`src/rtl/ahb_apb_pkg.sv`:
```
// ahb_apb_pkg: frontend FSM states, AHB encodings and APB slave address windows.
package ahb_apb_pkg;
   typedef enum logic [2:0] {IDLE, WDATA, XFER, RDWAIT, ERR1, ERR2} state_t;
   localparam logic [1:0] HTRANS_IDLE = 2'b00;
   localparam logic [1:0] HTRANS_BUSY = 2'b01;
   localparam logic [1:0] HTRANS_NONSEQ = 2'b10;
   localparam logic [1:0] HTRANS_SEQ = 2'b11;
   localparam logic [1:0] HRESP_OKAY = 2'b00;
   localparam logic [1:0] HRESP_ERROR = 2'b01;
   localparam logic [31:0] S0_BASE = 32'h8000_0000;
   localparam logic [31:0] S0_LIMIT = 32'h83FF_FFFF;
   localparam logic [31:0] S1_BASE = 32'h8400_0000;
   localparam logic [31:0] S1_LIMIT = 32'h87FF_FFFF;
   localparam logic [31:0] S2_BASE = 32'h8800_0000;
   localparam logic [31:0] S2_LIMIT = 32'h8BFF_FFFF;
   function automatic logic in_window(input logic [31:0] a, input logic [31:0] base, input logic [31:0] limit);
      return a >= base && a <= limit;
   endfunction
endpackage

```
`src/rtl/ahb_addr_decode.sv`:
```
// ahb_addr_decode: maps an AHB address to a one-hot APB slave select and flags bad transfers.
module ahb_addr_decode
   import ahb_apb_pkg::*;
(
   input  logic [31:0] Haddr,
   input  logic [2:0]  Hsize,
   output logic [2:0]  sel,
   output logic        error
);
   assign sel = {in_window(Haddr, S2_BASE, S2_LIMIT),
                 in_window(Haddr, S1_BASE, S1_LIMIT),
                 in_window(Haddr, S0_BASE, S0_LIMIT)};
   // APB slaves are at most 32 bits wide, so wider beats are rejected
   assign error = sel == 3'b000 || Hsize > 3'd2;
endmodule

```
`src/rtl/ahb_slave_frontend.sv`:
```
// ahb_slave_frontend: AHB slave that turns single transfers into one downstream request each,
// stalling the bus until the APB side completes and answering bad transfers with a two-cycle ERROR.
module ahb_slave_frontend
   import ahb_apb_pkg::*;
(
   input  logic        clock,
   input  logic        Hreset,
   input  logic [31:0] Haddr,
   input  logic [31:0] Hwdata,
   input  logic        Hwrite,
   input  logic [1:0]  Htrans,
   input  logic [2:0]  Hsize,
   input  logic        Hreadyin,
   output logic        Hreadyout,
   output logic [1:0]  Hresp,
   output logic [31:0] Hrdata,
   output logic        xfer_valid,
   output logic [31:0] xfer_addr,
   output logic [31:0] xfer_wdata,
   output logic        xfer_write,
   output logic [2:0]  xfer_sel,
   input  logic        xfer_ready,
   input  logic        rd_valid,
   input  logic [31:0] rd_data
);
   state_t state, state_nxt;
   logic [2:0] dec_sel;
   logic dec_err, accept;

   ahb_addr_decode u_dec (
      .Haddr(Haddr),
      .Hsize(Hsize),
      .sel(dec_sel),
      .error(dec_err)
   );

   assign accept = state == IDLE && Hreadyin && Htrans != HTRANS_IDLE && Htrans != HTRANS_BUSY;

   always_ff @(posedge clock or posedge Hreset) begin
      if (Hreset) state <= IDLE;
      else state <= state_nxt;
   end

   always_comb begin
      state_nxt = state;
      Hreadyout = 1'b0;
      Hresp = HRESP_OKAY;
      xfer_valid = 1'b0;
      case (state)
         IDLE: begin
            Hreadyout = 1'b1;
            if (accept) state_nxt = dec_err ? ERR1 : Hwrite ? WDATA : XFER;
         end
         WDATA: state_nxt = XFER;
         XFER: begin
            xfer_valid = 1'b1;
            if (xfer_ready) state_nxt = xfer_write ? IDLE : RDWAIT;
         end
         RDWAIT: if (rd_valid) state_nxt = IDLE;
         ERR1: begin
            Hresp = HRESP_ERROR;
            state_nxt = ERR2;
         end
         ERR2: begin
            Hresp = HRESP_ERROR;
            Hreadyout = 1'b1;
            state_nxt = IDLE;
         end
         default: state_nxt = IDLE;
      endcase
   end

   // Request fields are held from acceptance until the next accepted transfer
   always_ff @(posedge clock or posedge Hreset) begin
      if (Hreset) begin
         xfer_addr <= '0;
         xfer_write <= 1'b0;
         xfer_sel <= '0;
         xfer_wdata <= '0;
         Hrdata <= '0;
      end else begin
         if (accept) begin
            xfer_addr <= Haddr;
            xfer_write <= Hwrite;
            xfer_sel <= dec_sel;
         end
         if (state == WDATA) xfer_wdata <= Hwdata;
         if (state == RDWAIT && rd_valid) Hrdata <= rd_data;
      end
   end
endmodule

```
`config.mk`:
```
export PLATFORM = sky130hd
export DESIGN_NAME = ahb_slave_frontend
export DESIGN_NICKNAME = d
export VERILOG_FILES = /design/src/rtl/ahb_apb_pkg.sv /design/src/rtl/ahb_addr_decode.sv /design/src/rtl/ahb_slave_frontend.sv
export SDC_FILE = /design/constraint.sdc
export NUM_CORES = 1
export LEC_CHECK = 0
export CAP_MARGIN = 20
export CORE_MARGIN = 3
export CORE_UTILIZATION = 40
export DETAILED_ROUTE_END_ITERATION = 10
export PLACE_DENSITY = 0.81
export SETUP_SLACK_MARGIN = 0.4
export SYNTH_ARGS = -nofsm -noshare
export SYNTH_HDL_FRONTEND = slang
export SYNTH_SLANG_ARGS = --single-unit
```
`constraint.sdc`:
```
create_clock -name clock -period 3.8 [get_ports clock]
set_input_delay 0.57 -clock clock [delete_from_list [all_inputs] [get_ports clock]]
set_output_delay 0.57 -clock clock [all_outputs]
set_load 0.1 [all_outputs]
```
Fig. 1: run 1, M2 wires
The bar under the picture is 20 µm long.
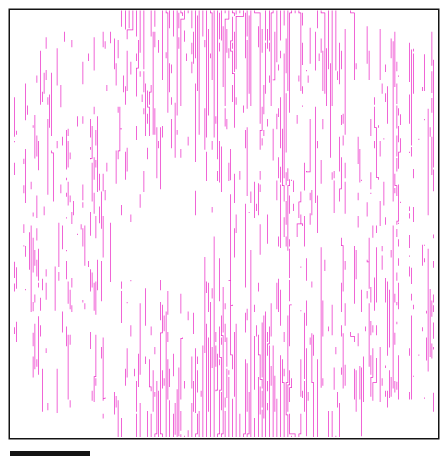
nets with wire on the layer	532
share of all routed wire	51%
main direction	vertical
longest straight run	49.8 µm
Total Wirelength: 9862 µm
met2 usage: 30.44%

Fig. 2: run 1, sequential cells colored by netlist name
Other sequential cells in the stronger gray, the rest of the logic in the fainter gray.
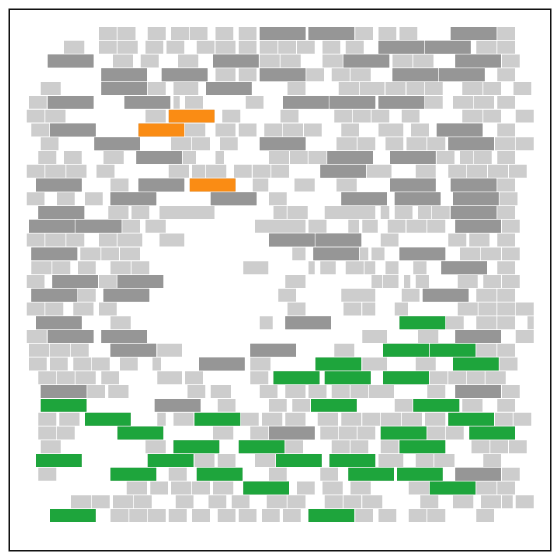
color	name in the netlist	placed flops
orange	xfer_sel	3
green	xfer_wdata	32
not colored	68
Core Util, Final: 65.72%
flop share of the area: 39.94%

Fig. 3: run 1, port wiring
The bar under the picture is 20 µm long.
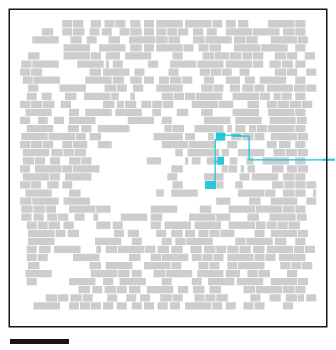
color	port	direction	end cells	buffers	wire
cyan	rd_valid	input	3	1	67.3 µm
IO Pins: 211
buffers added on ports: 208

Fig. 4: run 1, routed metal, one color a layer
Two of the layers only.
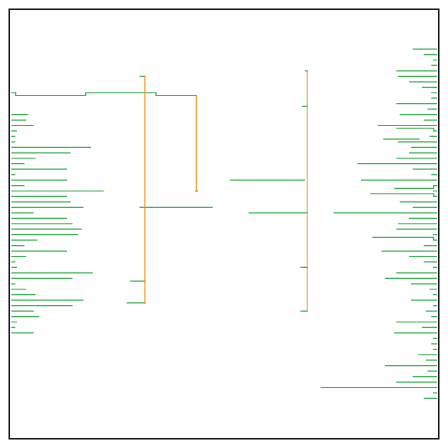
color	layer	wire length
green	metal 3	918 µm
orange	metal 4	140 µm
WL per Instance: 16.63 µm
overall global routing resource usage: 17.49%

==> results.json, run 1 <==
{
  "ys_types": 28,
  "areaGrowthSynthToFinish_pct": 59.30,
  "dieArea_um2": 11370,
  "fmax_mhz": 397.1,
  "placed_cells": 577,
  "synth_top_area_share_pct": 63.62,
  "period_minus_slack_ps": 2518,
  "slew_headroom_pct": 31.64,
  "fin_crit_sh_pct": 66.27,
  "initial_core_util_pct": 41.26,
  "dpl-instance-area_um2": 6245,
  "cp_max_fo": 4,
  "cts_tree": "yes",
  "critical-path-max-stage-delay_ps": 1180,
  "synthFlopType": "dfrtp_1",
  "edf_count": 0,
  "clock_latency_ps": 360,
  "cts_max_path_buffers": 2,
  "rows": 36,
  "ys_cells": 244,
  "ys_top_cells_by_count": "dfrtp_1, mux2_2, buf_2, buf_4",
  "status": "finished clean"
}
[run 1: final timing paths]
kind / end / cells past startpoint
max: xfer_write / 1
min: Hrdata[6]$_DFFE_PP0P_ / 1
max reg2reg: Hrdata[11]$_DFFE_PP0P_ / 3
min reg2reg: Hrdata[6]$_DFFE_PP0P_ / 1
max in group asynchronous: Hrdata[26]$_DFFE_PP0P_ / 3
min in group asynchronous: xfer_wdata[7]$_DFFE_PP0P_ / 2
[run 1: cell usage in the layout, fill, tap and decap left out, drive strengths merged, types with 2 or more instances in the layout]
cell           netlist  final
a211o                2      2
buf                 13      8
clkbuf               0     13
clkdlybuf4s50        0    205
clkinv               0      2
dfrtp              103    103
inv                  2      2
mux2               100    100
nor2                 2      2
nor3b                4      4
nor4bb               2      2
[run 1: cell type report]
cell class	instances	area (µm²)
clock buffer	13	168.9
inverter	2	10.01
multi-input combinational	126	1379
fill	766	3366
timing repair buffer	213	2112
sequential	103	2577
tap	133	166.4
clock inverter	3	40.04
[run 1: per-stage QoR]
step | util [%] | setup slack [ps]
after floorplan | - | 488.5
after global placement | 63.60 | 1231
after detailed placement | 63.60 | 1201
after CTS | 65.72 | 1233
after global routing | 65.72 | 1200
final | 65.72 | 1282
[run 1: per-layer routing]
metal	vias up	part of all wire (%)	track usage, %
li1	1295	-	-
met1	1379	38	20.44
met2	122	51	30.44
met3	11	9.3	5.479
met4	0	1.4	6.027
met5	-	0	0
[run 1: worst register-to-register path, delay by kind of cell (launching register included)]
kind	cells	cell delay (ps)
buffers and inverters	1	480
AND/OR/NAND/NOR	1	750
multiplexers	1	300
flip-flops	1	540
[run 1: cell families (layout without fill, tap and decap cells)]
family                    Yosys count  count (layout)  share of synthesized area (%)
AOI/OAI and AO/OA                  10              10                          2.378
xor gates and xnor gates            1               1                         0.2162
buffers and inverters              15             231                          2.502
DFF                               103             103                          63.62
muxes                             100             100                          27.79
other                               1               1                        0.09256
and+or+nand+nor                    14              14                          3.397
[run 1: flip-flops by register name, indices dropped and copies added, names as in the netlist]
| signal | count |
|---|---|
| Hrdata | 32 |
| xfer_addr | 32 |
| state | 3 |
| xfer_write | 1 |
| xfer_wdata | 32 |
| xfer_sel | 3 |
Fig. 5: run 1, cell outlines without signal wires
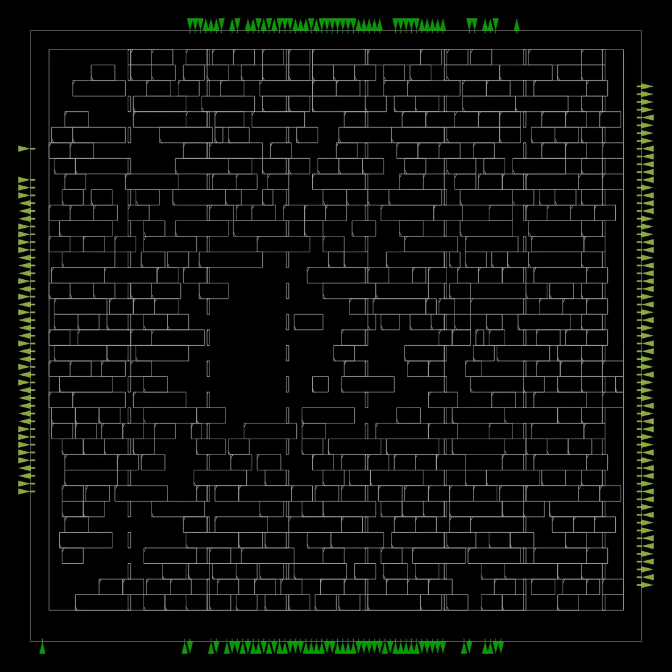

==> run 2: changes to the inputs <==
--- a/config.mk
+++ b/config.mk
@@ -7,9 +7,9 @@
 export LEC_CHECK = 0
 export CAP_MARGIN = 20
 export CORE_MARGIN = 3
-export CORE_UTILIZATION = 40
+export CORE_UTILIZATION = 36
 export DETAILED_ROUTE_END_ITERATION = 10
-export PLACE_DENSITY = 0.81
+export PLACE_DENSITY = 0.77
 export SETUP_SLACK_MARGIN = 0.4
 export SYNTH_ARGS = -nofsm -noshare
 export SYNTH_HDL_FRONTEND = slang
==> constraint.sdc (replaced) <==
create_clock -name clock -period 2.02 [get_ports clock]
set_input_delay 0.303 -clock clock [delete_from_list [all_inputs] [get_ports clock]]
set_output_delay 0.303 -clock clock [all_outputs]
set_load 0.1 [all_outputs]
Fig. 6: run 2, cell outlines without signal wires
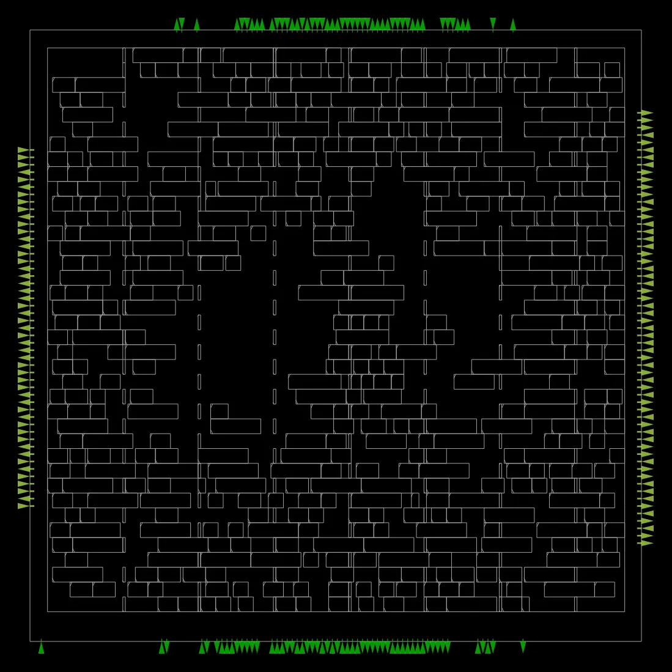
std cell rows: 38
tap cell count: 140
Flop Count: 103
flop share of the area: 40.10%

==> results.json, run 2 <==
{
  "status": "finished clean",
  "syn_area_per_cell_um2": 16.60,
  "synth_top_area_share_pct": 63.62,
  "grt_max_degree": 39,
  "boundaryPins": 211,
  "cts_tree": "yes",
  "cts_max_path_buffers": 2,
  "rsz0062_at_grt": "true",
  "floorplan.nets": 351,
  "drt-total-wl_um": 9823,
  "fmax_mhz": 629.3,
  "ys_top_cells_by_count": "dfrtp_1, mux2_2, buf_2, buf_4",
  "grt_pass1_wl_um": 15790,
  "postLayoutCellArea_um2": 6437,
  "fin_crit_sh_pct": 78.66,
  "dieArea_um2": 12560,
  "mostFrequentLayoutCell": "buf_4",
  "ctsHtreeMaxLevel": 3,
  "cp_max_fo": 6,
  "placed_cells": 585,
  "clock_latency_ps": 330,
  "final.setup_skew_ps": 10.61,
  "top_cell": "dfrtp_1",
  "edf_count": 0,
  "wl_per_cell_um": 16.18,
  "top_regs": "Hrdata x32, xfer_addr x32, xfer_wdata x32",
  "regArea_um2": 2581,
  "initial_core_util_pct": 37.05,
  "syn_area_um2": 4051,
  "grt_usage_pct": 15.62,
  "worstSetupPathType": "reg -> out",
  "ys_types": 28,
  "grt_pass1_vias": 3091,
  "synth_flops": 103,
  "logic_area_um2": 1389,
  "areaGrowthSynthToFinish_pct": 58.89,
  "fillers": 879,
  "ys_cells": 244,
  "synthFlopType": "dfrtp_1",
  "synth_area_leader_cell": "dfrtp_1",
  "port_buffers": 208,
  "avgViaCountPerCell": 4.601,
  "period_minus_slack_ps": 1589,
  "layout_top_cells": "buf_4, clkdlybuf4s50_1, dfrtp_1, mux2_2, clkbuf_16",
  "dpl-instance-area_um2": 6097
}
run 2: area by class of cell:
class	count	area share, %
clock inverters	5	0.9135
flip-flops and latches	103	40.10
well taps	140	2.721
repair buffers	220	30.90
inverters	2	0.1749
clock buffers	11	3.615
multi-input cells	126	21.57
run 2: per-stage QoR:
| step | setup TNS, ps | utilization [%] | setup WS [ps] |
|---|---|---|---|
| CTS | 0 | 58.87 | 409.0 |
| finish | 0 | 58.87 | 431.0 |
| global route | 0 | 58.87 | 354.6 |
| detailed placement | 0 | 55.76 | 113.1 |
| global placement | 0 | 55.76 | 127.2 |
| floorplan | -28.83 | - | -28.83 |
run 2: worst paths after layout:
kind / startpoint / to / slack, ps / cells past startpoint
max: state[0]$_DFFE_PP0P_ / Hreadyout / 430 / 3
min in group clock: Hrdata[9]$_DFFE_PP0P_ / Hrdata[9]$_DFFE_PP0P_ / 510 / 1
min: Hreset / state[1]$_DFFE_PP0P_ / 440 / 3
max in group asynchronous: Hreset / xfer_addr[4]$_DFFE_PP0P_ / 1220 / 3
max reg2reg: state[1]$_DFFE_PP0P_ / xfer_addr[8]$_DFFE_PP0P_ / 430 / 4
min reg2reg: Hrdata[9]$_DFFE_PP0P_ / Hrdata[9]$_DFFE_PP0P_ / 510 / 1
run 2: critical path: stages (launching register included):
cell and delay, ps:
dfrtp_2 450, xor2_1 180, nor2_2 130, buf_12 190
run 2: logic make-up (layout without fill, tap and decap cells):
logic type	count (synthesis)	after routing	share of synthesized area [%]
AND-OR/OR-AND	10	10	2.378
multiplexers	100	100	27.79
other	1	1	0.09256
XOR/XNOR	1	1	0.2162
flip-flops	103	103	63.62
buffers and inverters	15	238	2.502
AND/OR/NAND/NOR	14	14	3.397
run 2: what timing repair did:
action	in CTS	in global routing
setup buffers	6	0
resized	3	0
setup endpoints to repair	39	38
hold buffers	0	0
run 2: layer usage:
| metal | part of all wire (%) | up-vias | GRT usage [%] |
|---|---|---|---|
| li1 | - | 1305 | - |
| met2 | 53 | 112 | 27.77 |
| met4 | 0.23 | 0 | 3.365 |
| met5 | 0 | - | 0 |
| met3 | 8.1 | 2 | 5.822 |
| met1 | 39 | 1374 | 18.04 |
Fig. 7: run 2, M2 wires
The bar under the picture is 20 µm long.
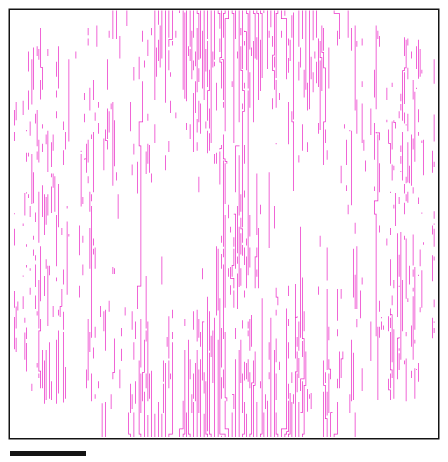

==> run 3: changes to the inputs <==
==> constraint.sdc (replaced) <==
create_clock -name clock -period 1.4 [get_ports clock]
set_input_delay 0.21 -clock clock [delete_from_list [all_inputs] [get_ports clock]]
set_output_delay 0.21 -clock clock [all_outputs]
set_load 0.1 [all_outputs]
Fig. 8: run 3, M2 wires
The bar under the picture is 20 µm long.
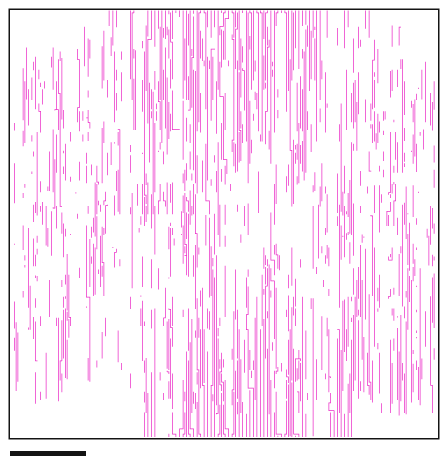
nets with wire on the layer	587
wire length on this layer	7040 µm
longest straight run	44.5 µm
main direction	vertical
share of all routed wire	54%
via count: 3059
met2 usage: 35.04%

==> results.json, run 3 <==
{
  "status": "finished with violations",
  "violations": "setup timing",
  "fmax_mhz": 616.3,
  "floorplan.nets": 351,
  "port_buffers": 208,
  "clock_latency_ps": 330,
  "syn_area_per_cell_um2": 16.60,
  "grt_pass1_vias": 3327,
  "grt_usage_pct": 19.53,
  "synth_area_leader_cell": "dfrtp_1",
  "dieArea_um2": 12560,
  "ys_cells": 244,
  "synth_flops": 103,
  "boundaryPins": 211,
  "final.setup_skew_ps": 10.02,
  "rows": 38,
  "fin_ws_ps": -222.6,
  "drt-total-wl_um": 12940,
  "setup-violations-final": 105,
  "ys_types": 28,
  "edf_count": 0,
  "setup_tns_ps": -13550,
  "top_cell": "dfrtp_1",
  "path_cells": "buf_6 -> nor3b_4 -> buf_6 -> buf_12 -> buf_16 -> mux2_4",
  "period_minus_slack_ps": 1623,
  "rsz0062_at_grt": "true",
  "ys_top_cells_by_count": "dfrtp_1, mux2_2, buf_2, buf_4",
  "synth_top_area_share_pct": 63.62
}
-- run 3: cell types whose count changed in the layout (fill, tap and decap cells not counted), sizes merged --
cell,change
clkbuf,+3
inv,+2
clkinvlp,-1
buf,+36
clkinv,-1
-- run 3: worst paths after layout --
path | startpoint | end | slack [ps] | depth (start not counted)
hold / removal | Hreset | xfer_addr[31]$_DFFE_PP0P_ | 310 | 3
setup / recovery | state[1]$_DFFE_PP0P_ | xfer_wdata[6]$_DFFE_PP0P_ | -220 | 6
max in group asynchronous | Hreset | Hrdata[30]$_DFFE_PP0P_ | 750 | 3
setup reg to reg | state[1]$_DFFE_PP0P_ | xfer_wdata[6]$_DFFE_PP0P_ | -220 | 6
hold reg to reg | Hrdata[23]$_DFFE_PP0P_ | Hrdata[23]$_DFFE_PP0P_ | 550 | 1
min in group clock | Haddr[19] | xfer_addr[19]$_DFFE_PP0P_ | 490 | 2
-- run 3: area by class of cell --
cell class	count	area, µm²	share of cell area [%]
inverter	2	11.26	0.1310
clock inverter	5	63.81	0.7424
timing repair buffer	259	3721	43.29
tap	140	175.2	2.038
clock buffer	11	242.7	2.824
multi-input combinational	126	1678	19.52
sequential	103	2704	31.46
-- run 3: cells by family (layout without fill, tap and decap cells) --
group	after synthesis	in the layout	synth area share, %
AOI/OAI and AO/OA	10	10	2.378
xor gates and xnor gates	1	1	0.2162
buffers and inverters	15	277	2.502
DFF	103	103	63.62
muxes	100	100	27.79
other	1	1	0.09256
and+or+nand+nor	14	14	3.397
-- run 3: timing repair --
action / in CTS / in global routing
gates cloned: 2 / 4
resized: 39 / 18
endpoints found under the hold margin: 0 / 0
setup buffers: 14 / 14
pin swaps: 1 / 3
endpoints found under the setup margin: 206 / 206
-- run 3: per-stage QoR --
step           utilization [%]  cell area, µm²  hold WS [ps]  std cells  setup WS, ps
3_5_place_dp             70.51            7711         541.2        596        -359.6
3_3_place_gp             70.51            7711         536.4        596        -311.5
6_report                 78.60            8596         311.2        646        -222.6
5_1_grt                  78.60            8596         313.1        646        -252.8
2_1_floorplan                -            4358         334.4        244        -162.6
4_1_cts                  76.14            8327         311.5        628        -199.9
-- run 3: worst max-delay path: cells and delay by family, from the launching register on --
family,cells,cell delay [ps]
multiplexers,1,310
AND/OR/NAND/NOR,1,240
buffers and inverters,4,550
flip-flops,1,420
-- run 3: metal layers --
layer  vias to the layer above  global-route usage, %  share of wire, %
met5                         -                      0                 0
met4                         0                  4.968               1.1
met3                        10                  5.876               6.8
met2                       117                  35.04                54
met1                      1551                  22.88                38
li1                       1381                      -                 -
